run_1/pdn.png
Bar = 20 um. Pins as bars on the die edge.
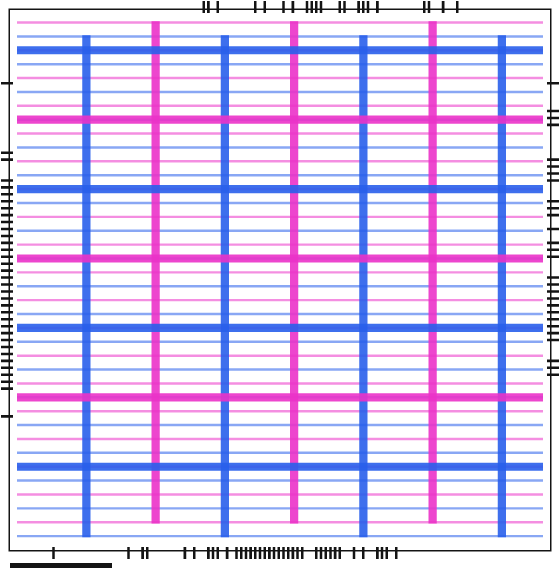
run_1/cell_classes.png
Bar = 20 um.
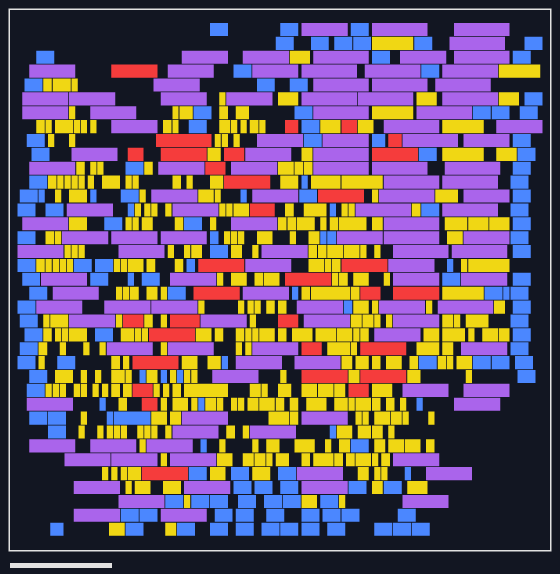
run_1/clock_map.png
Bar = 20 um.
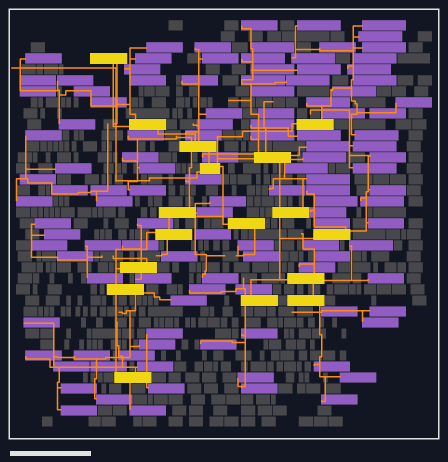
File: config.mk
export PLATFORM = sky130hd
export DESIGN_NAME = risc8_prefetch_biu
export DESIGN_NICKNAME = d
export VERILOG_FILES = /design/src/rtl/risc8_prefetch_biu.sv
export SDC_FILE = /design/constraint.sdc
export NUM_CORES = 1
export LEC_CHECK = 0
export CAP_MARGIN = 15
export CORE_UTILIZATION = 50
export CTS_CLUSTER_DIAMETER = 200
export DETAILED_ROUTE_END_ITERATION = 8
export GPL_TIMING_DRIVEN = 0
export PLACE_DENSITY = 0.87
export SYNTH_ARGS = -nofsm -noshare
export SYNTH_HDL_FRONTEND = slang
export SYNTH_SLANG_ARGS = --single-unit
File: constraint.sdc
create_clock -name clk -period 3.72 [get_ports clk]
set_input_delay 0.744 -clock clk [delete_from_list [all_inputs] [get_ports clk]]
set_output_delay 0.744 -clock clk [all_outputs]
set_load 0.02 [all_outputs]
File: src/rtl/risc8_prefetch_biu.sv
// risc8 bus interface unit: opcode prefetch FIFO plus data-access arbitration on a
// single-master bus. Data accesses win over prefetch; flush redirects fetching.
module risc8_prefetch_biu #(
  parameter int unsigned   AW       = 16,
  parameter int unsigned   DW       = 8,
  parameter int unsigned   DEPTH    = 4,
  parameter logic [AW-1:0] RESET_PC = '0
) (
  input  logic                     clk,
  input  logic                     rst_n,
  // prefetch queue
  input  logic                     fetch_en,
  input  logic                     flush,
  input  logic [AW-1:0]            flush_addr,
  input  logic                     q_pop,
  output logic [DW-1:0]            q_data,
  output logic                     q_valid,
  output logic [$clog2(DEPTH):0]   q_count,
  output logic [AW-1:0]            fetch_pc,
  // data access port
  input  logic                     d_req,
  input  logic                     d_write,
  input  logic [AW-1:0]            d_addr,
  input  logic [DW-1:0]            d_wdata,
  output logic                     d_busy,
  output logic                     d_done,
  output logic [DW-1:0]            d_rdata,
  // external bus
  output logic                     cycle,
  output logic                     write,
  output logic                     ifetch,
  output logic [AW-1:0]            address,
  output logic [DW-1:0]            data_out,
  input  logic [DW-1:0]            data_in,
  input  logic                     ready
);

  localparam int unsigned PW = $clog2(DEPTH);
  localparam int unsigned CW = PW + 1;

  typedef enum logic [1:0] {StIdle, StInst, StData} state_e;

  state_e         state_q, state_d;
  logic           cycle_q, cycle_d;
  logic           write_q, write_d;
  logic           ifetch_q, ifetch_d;
  logic [AW-1:0]  address_q, address_d;
  logic [DW-1:0]  data_out_q, data_out_d;

  logic           d_pend_q, d_pend_d;
  logic           d_busy_q, d_busy_d;
  logic           d_done_q, d_done_d;
  logic [DW-1:0]  d_rdata_q, d_rdata_d;
  logic           d_write_q;
  logic [AW-1:0]  d_addr_q;
  logic [DW-1:0]  d_wdata_q;

  logic [DW-1:0]  mem [DEPTH];
  logic [PW-1:0]  wr_ptr_q, wr_ptr_d;
  logic [PW-1:0]  rd_ptr_q, rd_ptr_d;
  logic [CW-1:0]  count_q, count_d;
  logic [AW-1:0]  fetch_pc_q, fetch_pc_d;
  logic           kill_q, kill_d;

  logic           decide;
  logic           d_accept;
  logic           data_go;
  logic           inst_done;
  logic           data_done;
  logic           push;
  logic           pop;
  logic           space_ok;

  always_comb begin
    decide    = (state_q == StIdle) || ready;
    inst_done = (state_q == StInst) && ready;
    data_done = (state_q == StData) && ready;
    d_accept  = d_req && !d_busy_q;
    data_go   = d_pend_q || d_accept;
    // A killed fetch, or one finishing under a flush, never reaches the queue.
    push      = inst_done && !kill_q && !flush;
    pop       = q_pop && (count_q != '0) && !flush;
    // Same-clock pops are deliberately not credited here.
    space_ok  = (count_q + CW'(push)) < CW'(DEPTH);
  end

  // Queue bookkeeping and fetch address.
  always_comb begin
    wr_ptr_d   = wr_ptr_q;
    rd_ptr_d   = rd_ptr_q;
    count_d    = count_q;
    fetch_pc_d = fetch_pc_q;
    kill_d     = kill_q;
    if (flush) begin
      wr_ptr_d   = '0;
      rd_ptr_d   = '0;
      count_d    = '0;
      fetch_pc_d = flush_addr;
    end else begin
      wr_ptr_d = wr_ptr_q + PW'(push);
      rd_ptr_d = rd_ptr_q + PW'(pop);
      count_d  = count_q + CW'(push) - CW'(pop);
      if (push) begin
        fetch_pc_d = fetch_pc_q + AW'(1);
      end
    end
    if (inst_done) begin
      kill_d = 1'b0;
    end else if (flush && (state_q == StInst)) begin
      kill_d = 1'b1;
    end
  end

  // Bus FSM, data-access tracking and registered bus outputs.
  always_comb begin
    state_d    = state_q;
    cycle_d    = cycle_q;
    write_d    = write_q;
    ifetch_d   = ifetch_q;
    address_d  = address_q;
    data_out_d = data_out_q;
    d_pend_d   = d_pend_q;
    d_busy_d   = d_busy_q;
    d_done_d   = data_done;
    d_rdata_d  = d_rdata_q;

    if (d_accept) begin
      d_pend_d = 1'b1;
      d_busy_d = 1'b1;
    end
    if (data_done) begin
      d_busy_d = 1'b0;
      if (!write_q) begin
        d_rdata_d = data_in;
      end
    end

    if (decide) begin
      if (data_go) begin
        state_d    = StData;
        cycle_d    = 1'b1;
        ifetch_d   = 1'b0;
        d_pend_d   = 1'b0;
        // A strobe accepted this clock has not reached the latches yet.
        write_d    = d_pend_q ? d_write_q : d_write;
        address_d  = d_pend_q ? d_addr_q  : d_addr;
        data_out_d = d_pend_q ? d_wdata_q : d_wdata;
      end else if (fetch_en && !flush && space_ok) begin
        state_d   = StInst;
        cycle_d   = 1'b1;
        ifetch_d  = 1'b1;
        write_d   = 1'b0;
        address_d = fetch_pc_d;
      end else begin
        state_d  = StIdle;
        cycle_d  = 1'b0;
        ifetch_d = 1'b0;
        write_d  = 1'b0;
      end
    end
  end

  always_ff @(posedge clk or negedge rst_n) begin
    if (!rst_n) begin
      state_q    <= StIdle;
      cycle_q    <= 1'b0;
      write_q    <= 1'b0;
      ifetch_q   <= 1'b0;
      address_q  <= '0;
      data_out_q <= '0;
      d_pend_q   <= 1'b0;
      d_busy_q   <= 1'b0;
      d_done_q   <= 1'b0;
      d_rdata_q  <= '0;
      d_write_q  <= 1'b0;
      d_addr_q   <= '0;
      d_wdata_q  <= '0;
      wr_ptr_q   <= '0;
      rd_ptr_q   <= '0;
      count_q    <= '0;
      fetch_pc_q <= RESET_PC;
      kill_q     <= 1'b0;
    end else begin
      state_q    <= state_d;
      cycle_q    <= cycle_d;
      write_q    <= write_d;
      ifetch_q   <= ifetch_d;
      address_q  <= address_d;
      data_out_q <= data_out_d;
      d_pend_q   <= d_pend_d;
      d_busy_q   <= d_busy_d;
      d_done_q   <= d_done_d;
      d_rdata_q  <= d_rdata_d;
      if (d_accept) begin
        d_write_q <= d_write;
        d_addr_q  <= d_addr;
        d_wdata_q <= d_wdata;
      end
      wr_ptr_q   <= wr_ptr_d;
      rd_ptr_q   <= rd_ptr_d;
      count_q    <= count_d;
      fetch_pc_q <= fetch_pc_d;
      kill_q     <= kill_d;
    end
  end

  // Queue storage carries no reset; occupancy is tracked by count_q.
  always_ff @(posedge clk) begin
    if (push) begin
      mem[wr_ptr_q] <= data_in;
    end
  end

  assign q_data   = mem[rd_ptr_q];
  assign q_valid  = (count_q != '0);
  assign q_count  = count_q;
  assign fetch_pc = fetch_pc_q;
  assign d_busy   = d_busy_q;
  assign d_done   = d_done_q;
  assign d_rdata  = d_rdata_q;
  assign cycle    = cycle_q;
  assign write    = write_q;
  assign ifetch   = ifetch_q;
  assign address  = address_q;
  assign data_out = data_out_q;

endmodule

==> reports/qor.csv, run 1 <==
stage,metric,value,unit
outcome,status,"complete, no violations",
yosys,Yosys cell types,53,
clock_tree,CTS Root Cell,clkbuf_8,
sta,worst slew pin tran,0.973,ns
die,Init Core Util,52.0,%
yosys,xor/xnor share,2.76,%
placed_design,placed cell count,749,
cells_and_area,Clock-cell share,7.98,%
grt,vias in the first global route,4741,
die,FP Rows,37,
power_and_ir_drop,Internal Power,3.38,mW
power_and_ir_drop,power per unit of standard cell area,700,nW/um^2
yosys,post-synthesis sequential area ratio,58.7,%
power_and_ir_drop,Tot Pwr,5.19,mW
drt,final WL,15300,um
grt,met1 Usage GRT,34.9,%
grt,initial antenna violation count,0,
power_and_ir_drop,peak supply drop,0.000392,V
cells_and_area,Non-clock buffering overhead,17.9,%
cells_and_area,Logic cell area,2110,sq um
sta,period utilization,97.0,%
power_and_ir_drop,P_comb,1.61,mW
cells_and_area,most frequent logic cell in the layout,clkdlybuf4s50_1,
power_and_ir_drop,Sw Pwr,1.80,mW
clock_tree,CTS tree,built,
sta,Pins Over Slew Limit,0,
yosys,main area contributors,"dfrtp_1 41%, edfxtp_1 18%, nand2_1 7.2%, mux4_2 3.3%, mux2_2 3.1%",
drt,routed length on met2,7830,um
cells_and_area,Non-Filler Instances,781,
grt,total track usage,29.0,%
drt,Highest Signal Layer,met4,
cells_and_area,Signal buffers,148,
grt,met3 Usage GRT,7.24,%
power_and_ir_drop,Max power group,sequential cells,
cells_and_area,Final Util,71.5,%
grt,largest net degree at the start of global routing,47,
sta,FMAX,277,MHz
yosys,"mux frac, synth",8.34,%
yosys,Yosys top cell by instances,nand2_1,
placed_design,Final HPWL DP,10700,um
setup_path,RR Startpoint,state_q[1],
-- pdn.png (at the start) --
magenta -> VDD
blue -> VSS
met5 straps = 7
signal pins = 121
rows = 37
total core area: 10400 sq um
width of the die: 106 um

-- cell_classes.png (at the start) --
yellow -> all other logic  # cells 345
purple -> flip-flops  # cells 120
red -> clock drivers and dummy loads  # cells 32
blue -> other buffers and delay cells  # cells 148

-- clock_map.png (at the start) --
yellow -> cells driving clock nets  # count 17
purple -> flip-flops  # count 120
orange -> clock wires  # length 1430 um
flops lie = spread over the die
Clk power: 1.63 mW
Fin Clk Skew: 0.0107 ns

==> inputs of run 2 (changes only) <==
--- a/constraint.sdc
+++ b/constraint.sdc
@@ -3,2 +3,2 @@
 set_output_delay 0.744 -clock clk [all_outputs]
-set_load 0.02 [all_outputs]
+set_load 0.005 [all_outputs]
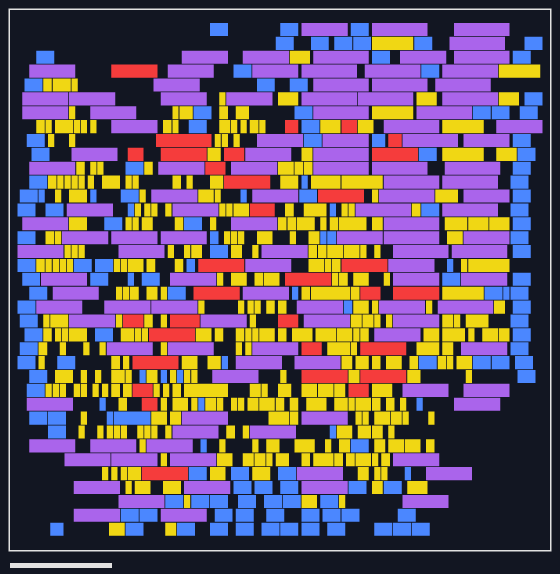
run_2/cell_classes.png
Bar = 20 um.
blue -> other buffers and delay cells  # cells 148
purple -> flip-flops  # cells 120
red -> clock drivers and dummy loads  # cells 32
yellow -> all other logic  # cells 345

==> reports/qor.csv, run 2 <==
stage,metric,value,unit
die,Init Core Util,52.0,%
yosys,Yosys cell types,53,
outcome,status,"complete, no violations",
grt,largest net degree at the start of global routing,47,
cells_and_area,Logic cell area,2110,sq um
grt,met1 Usage GRT,34.9,%
placed_design,placed cell count,749,
yosys,"mux frac, synth",8.34,%
cells_and_area,Signal buffers,148,
power_and_ir_drop,Sw Pwr,1.54,mW
cells_and_area,Largest Register,mem,
power_and_ir_drop,peak supply drop,0.000345,V
power_and_ir_drop,power per unit of standard cell area,664,nW/um^2
drt,routed length on met2,7830,um
cells_and_area,Clock-cell share,7.98,%
drt,Highest Signal Layer,met4,
power_and_ir_drop,Clk power,1.63,mW
setup_path,RR Startpoint,state_q[1],
yosys,# Cells Yosys,491,
setup_path,WP depth,10,
grt,initial antenna violation count,0,
job,number of OpenROAD warnings,27,
power_and_ir_drop,P_comb,1.34,mW
grt,vias in the first global route,4741,
clock_tree,CTS Root Cell,clkbuf_8,
cells_and_area,# fillers,730,
setup_path,Critical-path top delay cell,clkdlybuf4s50_1,
clock_tree,worst skew pair latency,0.52,ns
yosys,xor/xnor share,2.76,%
power_and_ir_drop,Internal Power,3.38,mW
sta,worst slew pin tran,0.973,ns
grt,met3 Usage GRT,7.24,%
yosys,main area contributors,"dfrtp_1 41%, edfxtp_1 18%, nand2_1 7.2%, mux4_2 3.3%, mux2_2 3.1%",
setup_path,worst-path cell chain,"clkdlybuf4s50_1, nor4bb_1, clkbuf_1, and3_1, ha_1, xor2_1, nor4b_4, o311ai_0, o22ai_1, o21ba_2",
power_and_ir_drop,Tot Pwr,4.92,mW
die,FP Rows,37,
grt,gr ovfl total,0,
clock_tree,CTS tree,built,
clock_tree,Post-CTS Repair Setup Buffers,0,
sta,FMAX,277,MHz
cells_and_area,Non-Filler Instances,781,
drt,drt pass-1 iters,5,
yosys,Yosys top cell by instances,nand2_1,
die,width of the die,106,um
die,total core area,10400,sq um
setup_path,worst endpoint required time,4.18,ns
cells_and_area,Final Util,71.5,%
power_and_ir_drop,Max power group,sequential cells,
cells_and_area,Layout Nets,693,
sta,Pins Over Slew Limit,0,
sta,Fin Clk Skew,0.0107,ns
yosys,Yosys Chip Area,5390,sq um
cells_and_area,Non-clock buffering overhead,17.9,%
placed_design,Final HPWL DP,10700,um
cells_and_area,most frequent logic cell in the layout,clkdlybuf4s50_1,
sta,period utilization,97.0,%
yosys,post-synthesis sequential area ratio,58.7,%
clock_tree,clock sink total,120,
yosys,Post-synth EDFFs,32,
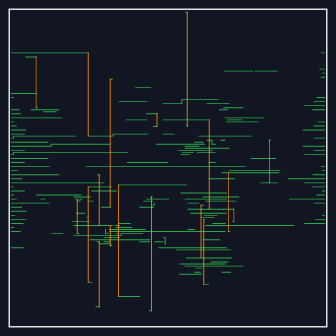
run_2/metal_stack.png
Two of the layers only.
orange -> met4  # wire length 402 um
green -> met3  # wire length 1290 um
final WL: 15300 um
wire length per cell: 19.7 um
total track usage: 29.0%
total number of vias: 4579

Power figures rest on the tool's default switching activity, not on a simulated workload.
